run_1/ff_map.png
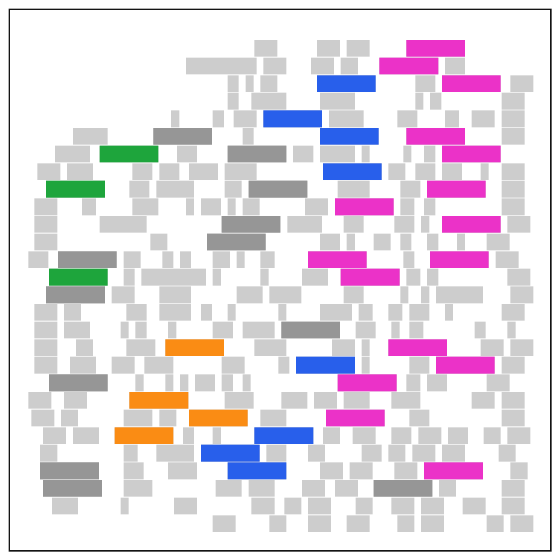
run_1/closeup.png
The bar under the picture is 20 um long. Window x 0 to 50, y 0 to 50 um. Cells in gray, sequential cells in the stronger gray; small squares are vias.
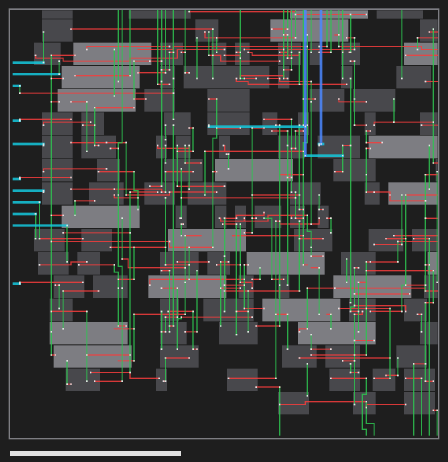
run_1/route_heat.png
The bar under the picture is 20 um long. The die is cut into 17 by 17 equal tiles; black is low, pale yellow is high, scaled to the fullest tile. Values are wire area over tile area, all layers added.
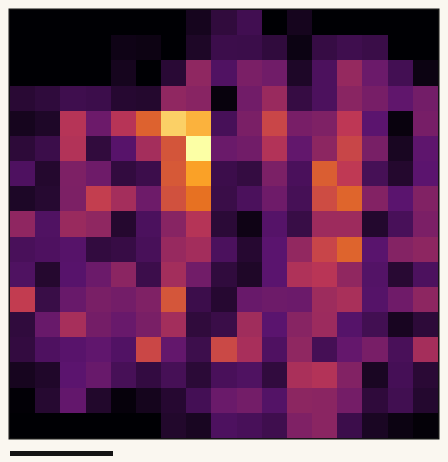
`config.mk`:
```
export PLATFORM = sky130hd
export DESIGN_NAME = lz77_dec_ctrl_flat
export DESIGN_NICKNAME = d
export VERILOG_FILES = /design/src/rtl/lz77_pkg.sv /design/src/rtl/lz77_dec_ctrl_if.sv /design/src/rtl/lz77_out_stage.sv /design/src/rtl/lz77_dec_ctrl.sv /design/src/flat_wrapper.sv
export SDC_FILE = /design/constraint.sdc
export NUM_CORES = 1
export LEC_CHECK = 0
export CAP_MARGIN = 5
export CELL_PAD_IN_SITES_DETAIL_PLACEMENT = 1
export CELL_PAD_IN_SITES_GLOBAL_PLACEMENT = 1
export CORE_MARGIN = 2
export CORE_UTILIZATION = 35
export DETAILED_ROUTE_END_ITERATION = 8
export GPL_TIMING_DRIVEN = 0
export MAX_ROUTING_LAYER = met4
export PLACE_DENSITY = 0.78
export SETUP_SLACK_MARGIN = 0.15
export SYNTH_ARGS = -nofsm -noshare
export SYNTH_HDL_FRONTEND = slang
export SYNTH_SLANG_ARGS = --single-unit
```
`constraint.sdc`:
```
create_clock -name clk -period 3.3 [get_ports clk]
set_input_delay 0.825 -clock clk [delete_from_list [all_inputs] [get_ports clk]]
set_output_delay 0.825 -clock clk [all_outputs]
set_load 0.03 [all_outputs]
```
`src/rtl/lz77_pkg.sv`:
```
// Shared constants and types for the LZ77 decoder sequencing controller.
package lz77_pkg;

    localparam int WSEARCH = 9;
    localparam int WCHAR   = 8;
    localparam int WCNT    = 16;
    localparam int WPOS    = 4;
    localparam int WLEN    = 3;
    localparam int WFILL   = 4;

    localparam logic [WCHAR-1:0] END_SGN = 8'h24;

    typedef enum logic [1:0] {
        IDLE,
        RUN,
        DONE
    } state_t;

    typedef struct packed {
        logic [WPOS-1:0]  pos;
        logic [WLEN-1:0]  len;
        logic [WCHAR-1:0] chr;
    } codeword_t;

endpackage

```
`src/rtl/lz77_dec_ctrl_if.sv`:
```
// Codeword input, datapath control and decoded-output stream of the LZ77 controller.
interface lz77_dec_ctrl_if;
    import lz77_pkg::*;

    logic             in_valid;
    logic             in_ready;
    logic [WPOS-1:0]  in_pos;
    logic [WLEN-1:0]  in_len;
    logic [WCHAR-1:0] in_char;
    logic             dp_en;
    logic             dp_lit;
    logic [WPOS-1:0]  dp_pos;
    logic [WCHAR-1:0] dp_char;
    logic [WCHAR-1:0] dp_char_nxt;
    logic             out_valid;
    logic             out_ready;
    logic [WCHAR-1:0] out_char;
    logic             finish;
    logic             err;
    logic [WCNT-1:0]  char_cnt;

    modport slave (
        input  in_valid, in_pos, in_len, in_char, dp_char_nxt, out_ready,
        output in_ready, dp_en, dp_lit, dp_pos, dp_char,
        output out_valid, out_char, finish, err, char_cnt
    );

    modport master (
        output in_valid, in_pos, in_len, in_char, dp_char_nxt, out_ready,
        input  in_ready, dp_en, dp_lit, dp_pos, dp_char,
        input  out_valid, out_char, finish, err, char_cnt
    );

endinterface

```
`src/rtl/lz77_out_stage.sv`:
```
// One-entry output valid/stall register with handed-off character count and sticky finish.
module lz77_out_stage
    import lz77_pkg::*;
(
    input  logic             clk,
    input  logic             reset,
    input  logic             adv,
    input  logic             out_ready,
    input  logic [WCHAR-1:0] char_in,
    output logic             out_valid,
    output logic             finish,
    output logic [WCNT-1:0]  char_cnt
);

    logic            out_valid_q, out_valid_d;
    logic            finish_q, finish_d;
    logic [WCNT-1:0] char_cnt_q, char_cnt_d;
    logic            hs;

    // The datapath holds srch_buf[0] while no step is issued, so char_in stays valid under stall.
    always_comb begin
        hs          = out_valid_q && out_ready;
        out_valid_d = adv || (out_valid_q && !out_ready);
        finish_d    = finish_q || (hs && (char_in == END_SGN));
        char_cnt_d  = hs ? char_cnt_q + WCNT'(1) : char_cnt_q;
    end

    always_ff @(posedge clk or posedge reset) begin
        if (reset) begin
            out_valid_q <= 1'b0;
            finish_q    <= 1'b0;
            char_cnt_q  <= '0;
        end else begin
            out_valid_q <= out_valid_d;
            finish_q    <= finish_d;
            char_cnt_q  <= char_cnt_d;
        end
    end

    assign out_valid = out_valid_q;
    assign finish    = finish_q;
    assign char_cnt  = char_cnt_q;

endmodule

```
`src/rtl/lz77_dec_ctrl.sv`:
```
// LZ77 decoder sequencer: accepts (pos,len,char) codewords, issues len copy steps
// plus one literal step to the search-buffer datapath, and flags illegal references.
module lz77_dec_ctrl
    import lz77_pkg::*;
(
    input  logic           clk,
    input  logic           reset,
    lz77_dec_ctrl_if.slave bus
);

    state_t           state_q, state_d;
    codeword_t        cw_q, cw_d;
    logic [WLEN-1:0]  cnt_q, cnt_d;
    logic [WFILL-1:0] fill_q, fill_d, fill_eff;
    logic             err_q, err_d;

    logic             out_valid;
    logic             finish;
    logic [WCNT-1:0]  char_cnt;
    logic             adv, dp_lit, last_step, is_end, in_ready, take, bad_cw;

    always_comb begin
        dp_lit    = (cnt_q == cw_q.len);
        adv       = (state_q == RUN) && (!out_valid || bus.out_ready);
        last_step = adv && dp_lit;
        is_end    = (cw_q.chr == END_SGN);
        in_ready  = (state_q == IDLE) || (last_step && !is_end);

        // A codeword taken alongside a step may already reference the char that step writes.
        fill_eff = fill_q;
        if (adv && (fill_q != WFILL'(WSEARCH)))
            fill_eff = fill_q + WFILL'(1);

        bad_cw = (bus.in_pos >= WPOS'(WSEARCH)) ||
                 ((bus.in_len != '0) && (bus.in_pos >= fill_eff));
        take   = bus.in_valid && in_ready;

        state_d = state_q;
        cw_d    = cw_q;
        cnt_d   = cnt_q;
        fill_d  = fill_eff;
        err_d   = err_q;

        if (adv)
            cnt_d = dp_lit ? '0 : cnt_q + WLEN'(1);
        if (last_step)
            state_d = is_end ? DONE : IDLE;

        if (take) begin
            if (bad_cw) begin
                err_d   = 1'b1;
                state_d = IDLE;
            end else begin
                state_d = RUN;
                cw_d    = '{pos: bus.in_pos, len: bus.in_len, chr: bus.in_char};
                cnt_d   = '0;
            end
        end
    end

    always_ff @(posedge clk or posedge reset) begin
        if (reset) begin
            state_q <= IDLE;
            cw_q    <= '0;
            cnt_q   <= '0;
            fill_q  <= '0;
            err_q   <= 1'b0;
        end else begin
            state_q <= state_d;
            cw_q    <= cw_d;
            cnt_q   <= cnt_d;
            fill_q  <= fill_d;
            err_q   <= err_d;
        end
    end

    lz77_out_stage u_out_stage (
        .clk       (clk),
        .reset     (reset),
        .adv       (adv),
        .out_ready (bus.out_ready),
        .char_in   (bus.dp_char_nxt),
        .out_valid (out_valid),
        .finish    (finish),
        .char_cnt  (char_cnt)
    );

    assign bus.in_ready  = in_ready;
    assign bus.dp_en     = adv;
    assign bus.dp_lit    = dp_lit;
    assign bus.dp_pos    = cw_q.pos;
    assign bus.dp_char   = cw_q.chr;
    assign bus.out_valid = out_valid;
    assign bus.out_char  = bus.dp_char_nxt;
    assign bus.finish    = finish;
    assign bus.err       = err_q;
    assign bus.char_cnt  = char_cnt;

endmodule

```
`src/flat_wrapper.sv`:
```
// flat-port wrapper written by rule: the top's interface ports become plain ports
module lz77_dec_ctrl_flat import lz77_pkg::*;
  (clk, reset, bus_in_valid, bus_in_pos, bus_in_len, bus_in_char, bus_dp_char_nxt, bus_out_ready, bus_in_ready, bus_dp_en, bus_dp_lit, bus_dp_pos, bus_dp_char, bus_out_valid, bus_out_char, bus_finish, bus_err, bus_char_cnt);
  lz77_dec_ctrl_if bus_i ();
  input  logic clk;
  input  logic reset;
  input wire logic [$bits(bus_i.in_valid)-1:0] bus_in_valid;
  input wire logic [$bits(bus_i.in_pos)-1:0] bus_in_pos;
  input wire logic [$bits(bus_i.in_len)-1:0] bus_in_len;
  input wire logic [$bits(bus_i.in_char)-1:0] bus_in_char;
  input wire logic [$bits(bus_i.dp_char_nxt)-1:0] bus_dp_char_nxt;
  input wire logic [$bits(bus_i.out_ready)-1:0] bus_out_ready;
  output wire logic [$bits(bus_i.in_ready)-1:0] bus_in_ready;
  output wire logic [$bits(bus_i.dp_en)-1:0] bus_dp_en;
  output wire logic [$bits(bus_i.dp_lit)-1:0] bus_dp_lit;
  output wire logic [$bits(bus_i.dp_pos)-1:0] bus_dp_pos;
  output wire logic [$bits(bus_i.dp_char)-1:0] bus_dp_char;
  output wire logic [$bits(bus_i.out_valid)-1:0] bus_out_valid;
  output wire logic [$bits(bus_i.out_char)-1:0] bus_out_char;
  output wire logic [$bits(bus_i.finish)-1:0] bus_finish;
  output wire logic [$bits(bus_i.err)-1:0] bus_err;
  output wire logic [$bits(bus_i.char_cnt)-1:0] bus_char_cnt;
  assign bus_i.in_valid = bus_in_valid;
  assign bus_i.in_pos = bus_in_pos;
  assign bus_i.in_len = bus_in_len;
  assign bus_i.in_char = bus_in_char;
  assign bus_i.dp_char_nxt = bus_dp_char_nxt;
  assign bus_i.out_ready = bus_out_ready;
  assign bus_in_ready = bus_i.in_ready;
  assign bus_dp_en = bus_i.dp_en;
  assign bus_dp_lit = bus_i.dp_lit;
  assign bus_dp_pos = bus_i.dp_pos;
  assign bus_dp_char = bus_i.dp_char;
  assign bus_out_valid = bus_i.out_valid;
  assign bus_out_char = bus_i.out_char;
  assign bus_finish = bus_i.finish;
  assign bus_err = bus_i.err;
  assign bus_char_cnt = bus_i.char_cnt;
  lz77_dec_ctrl u_core (.clk(clk), .reset(reset), .bus(bus_i));
endmodule
```
==> ci_impl_report.md, run 1 <==
### Flow metrics

| Metric | Value |
|---|---|
| Status | finished clean |
| CORE AREA | 0.00603 mm2 |
| Met2 wire length | 2610 um |
| Total CTS buffers | 5 |
| CTS tree | yes |
| Synth Register Bits | 43 |
| M2 GR Usage | 27.7% |
| Startpoint Class | input pin |
| Row cnt | 28 |
| Dpl cells | 334 |
| Max incr delay on CP | 0.65 ns |
| Worst skew pair latency | 0.29 ns |
| Async SR Flop Fraction | 100% |
| DP Wirelength | 3900 um |
| GRT busiest layer | met2 |
| Top pwr grp | combinational cells |
| Critical Path Sink Type | primary output |
| Fin crit share | 88.0% |
| Reg2reg start | u_core.state_q[1] |
| Hold EP | u_core.u_out_stage.char_cnt[15] |
| Synthesis area per yosys | 0.00221 mm2 |
| Layout overhead on the synthesized area | 43.9% |
| Max clock buf depth | 2 |
| Worst Tran Pin Value | 0.444 ns |
| Yosys top cell by instances | dfrtp_1 |
| Area leader share | 48.7% |
| Top layer in use | met4 |
| Clock-cell share of area | 3.70% |
| Fp_density | 36.7% |
| Synth Seq Share | 48.7% |
| Largest net degree at the start of global routing | 26 |
| Reg power frac | 31.8% |
| N_taps | 75 |
| Vias in the first global route | 1749 |
| Non-Clock Buffer Count | 94 |
| Worst Hold Class | flop to flop |
| CP required | 2.47 ns |
| Final Hold Violating Endpoints | 0 |
| Antenna Nets Post-Route | 0 |
| Syn Inst Count | 190 |
| Slowest CP cell | clkdlybuf4s50_1 |
| Mux share | 9.63% |
| Final setup violation count | 0 |
| Worst Setup EP | bus_out_char[4] |
| Finished Cell Area | 0.00318 mm2 |
| Worst Clk Skew | 0.00272 ns |
| Clock Buffer Count | 6 |
| Max_slew headroom | 70.3% |
| Clock Tree Root | clkbuf_8 |
| Combinational Power Share | 53.2% |
| Gpl congestion | 0.720 |
| Syn avg cell area | 11.6 um2 |
| Met3 usage | 3.26% |
| FMAX | 344 MHz |
| Reg clk slew, reported paths | 0.08 ns |
| CP Data Arrival Time | 2.08 ns |
| Pwr Total | 2.83 mW |
| MaxCap Viol Count | 0 |
| Die Area | 0.00696 mm2 |
| Metal3 WL | 219 um |
| Remaining Overflow, GRT | 0 |
| Most common cell after layout, fill and taps aside | clkdlybuf4s50_1 |
| Die Wd | 83.5 um |
| Flop count | 43 |
| CP Buf/Inv Count | 3 |
| Unique cell types | 37 |
| R2R Path End | u_core.cw_q[8] |
| Comb. cell area | 961 um2 |
| Detailed Routing Iterations Pass 1 | 3 |
| Initial antenna violation count | 0 |
| Cell area leaders | dfrtp_1, buf_4, xnor2_1, mux2_2, ha_1 |
| DP Area | 0.00301 mm2 |
| Share of cells above drive strength 1 | 24.1% |
| Delay-heaviest family, CP | buffers and inverters |
| Floorplan Nets | 225 |
| CP Class | input pin to primary output |
| Critical path peak fanout | 2 |
| DRC violations left | 0 |
| Cells on Worst Hold Path | 1 |
| Met1 Use GR | 19.5% |
| Levels on crit path | 3 |
| ANT cells | 0 |
| IO Pins | 69 |
| Largest cell class | flip-flops and latches |
| P_comb | 1.51 mW |
| Top non-seq family | simple AND/OR/NAND/NOR gates |
| Logic Gate Count | 117 |
| Final Non-Filler Cells | 345 |
| Compound Share, Synth | 7.30% |
| Hold WS | 0.480 ns |
| Clk pwr share | 15.0% |
| # H-tree levels | 2 |
| Cell taking the most area after synthesis | dfrtp_1 |
| XORs/XNORs by Area | 7.93% |
| Vias/cell | 4.74 |
| Filler cells | 650 |
| Setup TNS | 0 ns |
| RSZ-0062 raised after global routing | false |
| Synth top cells by count | dfrtp_1, buf_4, nand2_1, xnor2_1, mux2_2 |
| CP cell instances | clkdlybuf4s50_1, buf_4, clkdlybuf4s50_1 |
| Clk power | 0.425 mW |
| Commonest flop | dfrtp_1 |
| Nets | 304 |
| Static Leakage | 1.39 nW |
| Post-synth EDFFs | 0 |
| Non-clock buffering overhead | 28.1% |
| DRT iter0 DRCs | 28 |
| Flop-to-flop setup slack | 0.54 ns |
| Top cells excl fill/tap | clkdlybuf4s50_1, dfrtp_1, buf_4, nand2_1, xnor2_1 |
| Adder Share, Synth | 4.53% |
| Clock sinks | 43 |
| First-pass GRT wire length | 8730 um |
| Final Slew Violations | 0 |
| Simple share | 12.9% |
| Yosys cell count | 190 |
| Die height | 83.5 um |
| Worst path most repeated cell | clkdlybuf4s50_1 |
| Tool warning count | 27 |
| Mapped Area | 0.00221 mm2 |
| R2R depth | 12 |
| CP startpoint | bus_dp_char_nxt[4] |
| Min-delay src | u_core.u_out_stage.char_cnt[15] |
| Pre-CTS setup slack | -0.778 ns |
| Inverter count | 8 |
| Logic share of the area | 30.2% |
| Maximum VDD drop | 0.455 mV |
| IO Port Bufs | 68 |
| Int Power | 1.71 mW |
| Switch share | 39.6% |
| Fin crit period | 2.90 ns |
| NetSw | 1.12 mW |
| PD cells | 891 mW/mm2 |
| Number of synthesis warnings | 0 |
| Post-Route M1 WL | 2160 um |
| Setup ws final | 0.396 ns |
About ff_map.png:
netlist name	color	sequential cells
u_core.cw_q	green	3
u_core.bus.dp_char	blue	8
u_core.u_out_stage.char_cnt	magenta	16
u_core.fill_q	orange	4
not colored	12
Flop area: 0.00108 mm2
fin util: 52.8%
P_seq: 0.901 mW
Seq/total area: 33.8%

About closeup.png:
layer	color
M1	red
M3	cyan
M2	green
M4	blue
netlist names of flops here include	u_core.bus.dp_char (4), u_core.bus.dp_pos (4), u_core.fill_q (4)
most frequent	clkdlybuf4s50_1 (18), dfrtp_1 (16)
sequential cells in the window	16
cells with their middle in the window	101

About route_heat.png:
tiles over half the peak	7.6%
nearly empty tiles	12%
emptiest ninth of the die	upper left
fullest tile	0.47
densest ninth of the die	middle right
routed vias: 1635
WL/cell: 14.6 um
Post-Route WL: 5050 um
Total GRT Usage: 16.1%

==> run 1: what timing repair did <==
item	CTS	global route
buffers inserted	3	0
pin swaps	2	3
gates resized	9	2
gates cloned	0	0
setup endpoints to repair	21	15
hold buffers	0	0
==> run 1: flip-flops by register name (all words and copies together) (netlist names) <==
name	cells
u_core.u_out_stage.finish	1
u_core.cw_q	3
u_core.bus.err	1
u_core.bus.dp_pos	4
u_core.fill_q	4
u_core.u_out_stage.out_valid	1
u_core.cnt_q	3
u_core.bus.dp_char	8
u_core.state_q	2
u_core.u_out_stage.char_cnt	16
==> run 1: cell families after synthesis <==
logic type      count (synthesis)
simple gates                   52
flops                          43
compound gates                 20
buf+inv                        30
fa+ha+maj                       8
mux                            17
xor+xnor                       20
run_1/class_map.png
Fill, decap, tap and diode cells in gray.
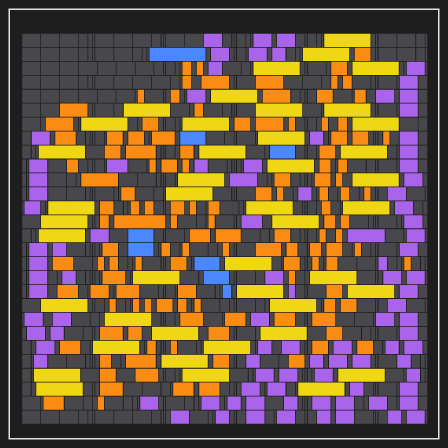

==> run 2, diff against run 1 <==
--- a/config.mk
+++ b/config.mk
@@ -6,14 +6,15 @@
 export NUM_CORES = 1
 export LEC_CHECK = 0
 export CAP_MARGIN = 5
-export CELL_PAD_IN_SITES_DETAIL_PLACEMENT = 1
-export CELL_PAD_IN_SITES_GLOBAL_PLACEMENT = 1
+export CELL_PAD_IN_SITES_DETAIL_PLACEMENT = 2
+export CELL_PAD_IN_SITES_GLOBAL_PLACEMENT = 2
 export CORE_MARGIN = 2
-export CORE_UTILIZATION = 35
+export CORE_UTILIZATION = 29
+export CTS_CLUSTER_DIAMETER = 120
 export DETAILED_ROUTE_END_ITERATION = 8
 export GPL_TIMING_DRIVEN = 0
 export MAX_ROUTING_LAYER = met4
-export PLACE_DENSITY = 0.78
+export PLACE_DENSITY = 0.79
 export SETUP_SLACK_MARGIN = 0.15
 export SYNTH_ARGS = -nofsm -noshare
 export SYNTH_HDL_FRONTEND = slang
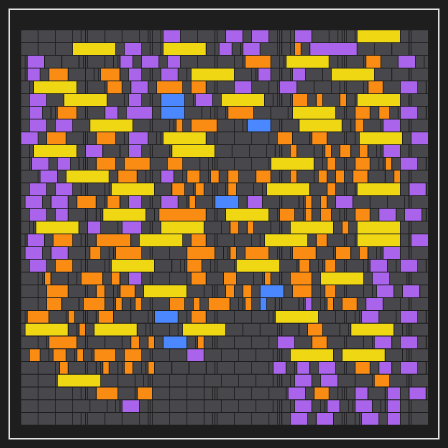
run_2/class_map.png
Fill, decap, tap and diode cells in gray.
class	color	cells
clock drivers and dummy loads	blue	8
remaining logic cells	orange	125
sequential cells	yellow	43
remaining buffers and delay cells	purple	98
fin util: 44.1%
Finished Cell Area: 0.00323 mm2
Seq/total area: 33.3%
row cnt: 31

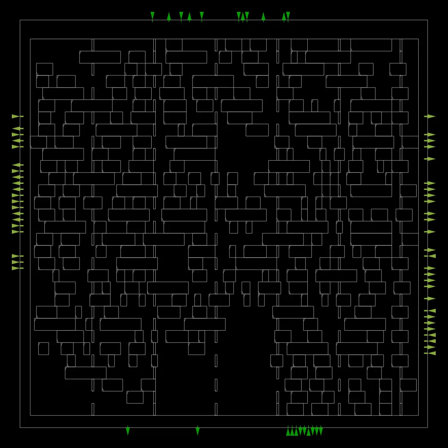
run_2/placed.png
CORE AREA: 0.00733 mm2
n_taps: 99
flop count: 43

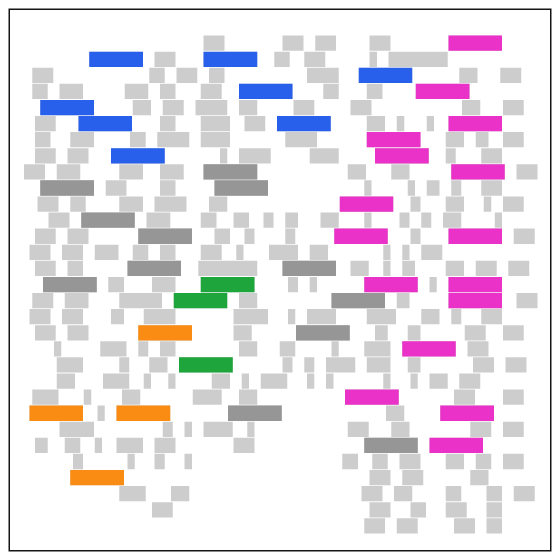
run_2/ff_map.png
netlist name	color	sequential cells
u_core.fill_q	orange	4
u_core.bus.dp_char	blue	8
u_core.cw_q	green	3
u_core.u_out_stage.char_cnt	magenta	16
not colored	12
P_seq: 0.903 mW

==> ci_impl_report.md, run 2 <==
### Flow metrics

| Metric | Value |
|---|---|
| Mux share | 9.63% |
| Combinational Power Share | 54.4% |
| IO Pins | 69 |
| CP Data Arrival Time | 3.17 ns |
| DP Wirelength | 4170 um |
| Top pwr grp | combinational cells |
| Met1 Use GR | 17.6% |
| DP Area | 0.00305 mm2 |
| Top non-seq family | simple AND/OR/NAND/NOR gates |
| Most common cell after layout, fill and taps aside | clkdlybuf4s50_1 |
| Maximum VDD drop | 0.403 mV |
| Routed vias | 1675 |
| Hold WS | 0.472 ns |
| R2R depth | 13 |
| Reg power frac | 32.2% |
| Levels on crit path | 14 |
| Max reg flops | 16 |
| Critical Path Sink Type | flop |
| Synthesis area per yosys | 0.00221 mm2 |
| Die height | 91.3 um |
| Total GRT Usage | 14.4% |
| Remaining Overflow, GRT | 0 |
| Total CTS buffers | 5 |
| Synth Register Bits | 43 |
| Worst Clk Skew | 0.00436 ns |
| Clk power | 0.376 mW |
| P_comb | 1.53 mW |
| Static Leakage | 1.40 nW |
| Int Power | 1.68 mW |
| Cell area leaders | dfrtp_1, buf_4, xnor2_1, mux2_2, ha_1 |
| Delay-heaviest family, CP | buffers and inverters |
| Worst Tran Pin Value | 0.509 ns |
| Yosys top cell by instances | dfrtp_1 |
| Mapped Area | 0.00221 mm2 |
| Postcts setup bufs | 5 |
| Share of cells above drive strength 1 | 24.5% |
| Simple share | 12.9% |
| Worst Hold Class | flop to flop |
| DRC violations left | 0 |
| XORs/XNORs by Area | 7.93% |
| CP required | 3.48 ns |
| MaxCap Viol Count | 0 |
| Largest net degree at the start of global routing | 23 |
| CTS tree | yes |
| Synth top cells by count | dfrtp_1, buf_4, nand2_1, xnor2_1, mux2_2 |
| Status | finished clean |
| Area leader share | 48.7% |
| Clock Tree Root | clkbuf_8 |
| Floorplan Nets | 225 |
| Critical path peak fanout | 8 |
| Synth Seq Share | 48.7% |
| Gpl congestion | 0.727 |
| Adder Share, Synth | 4.53% |
| Top cells excl fill/tap | clkdlybuf4s50_1, dfrtp_1, buf_4, nand2_1, xnor2_1 |
| Tool warning count | 27 |
| Die Area | 0.00833 mm2 |
| Nets | 308 |
| Yosys cell count | 190 |
| FMAX | 334 MHz |
| # H-tree levels | 2 |
| Async SR Flop Fraction | 100% |
| Final Slew Violations | 0 |
| Dpl cells | 358 |
| Met2 wire length | 2660 um |
| Syn avg cell area | 11.6 um2 |
| Final setup violation count | 0 |
| CP Class | input pin to flop |
| Startpoint Class | input pin |
| Pwr Total | 2.81 mW |
| Layout overhead on the synthesized area | 46.3% |
| Pre-CTS setup slack | -0.718 ns |
| Worst skew pair latency | 0.29 ns |
| Vias in the first global route | 1876 |
| Clk pwr share | 13.4% |
| Cell taking the most area after synthesis | dfrtp_1 |
| RSZ-0062 raised after global routing | false |
| CP Buf/Inv Count | 4 |
| Detailed Routing Iterations Pass 1 | 3 |
| Number of synthesis warnings | 0 |
| GRT busiest layer | met2 |
| Post-Route WL | 5360 um |
| IO Port Bufs | 68 |
| Clock sinks | 43 |
| Vias/cell | 4.49 |
| Fp_density | 30.1% |
| Commonest flop | dfrtp_1 |
| CP cell instances | clkdlybuf4s15_1, nand2b_4, nand2b_4, inv_6, o21ai_2, xnor2_2, ha_1, nand2b_1, a21oi_2, o21ai_2, a211oi_4, buf_6, buf_4, mux2_2 |
| Compound Share, Synth | 7.30% |
| Metal3 WL | 297 um |
| Reg clk slew, reported paths | 0.08 ns |
| PostCTS Resize Cnt | 7 |
## run 2: cell type report
cell class / instances / area [um2]
Multi-Input combinational cell: 117 / 961
Inverter: 8 / 35.0
Clock buffer: 8 / 100
Timing Repair Buffer: 76 / 767
Tap cell: 99 / 124
Sequential cell: 43 / 1080
Fill cell: 756 / 4100
Buffer: 22 / 169
## run 2: path summary, 6_finish.rpt
path                                      startpoint                         endpoint  slack (ns)
max                                    bus_out_ready                  u_core.cw_q[10]        0.31
min                        u_core.u_out_stage.finish        u_core.u_out_stage.finish        0.47
max reg2reg                        u_core.state_q[1]                  u_core.cw_q[10]        0.53
min reg2reg                u_core.u_out_stage.finish        u_core.u_out_stage.finish        0.47
max in group asynchronous                      reset            u_core.bus.dp_char[5]        1.93
min in group asynchronous                      reset  u_core.u_out_stage.char_cnt[14]        0.88
Power and IR drop assume default switching activity.
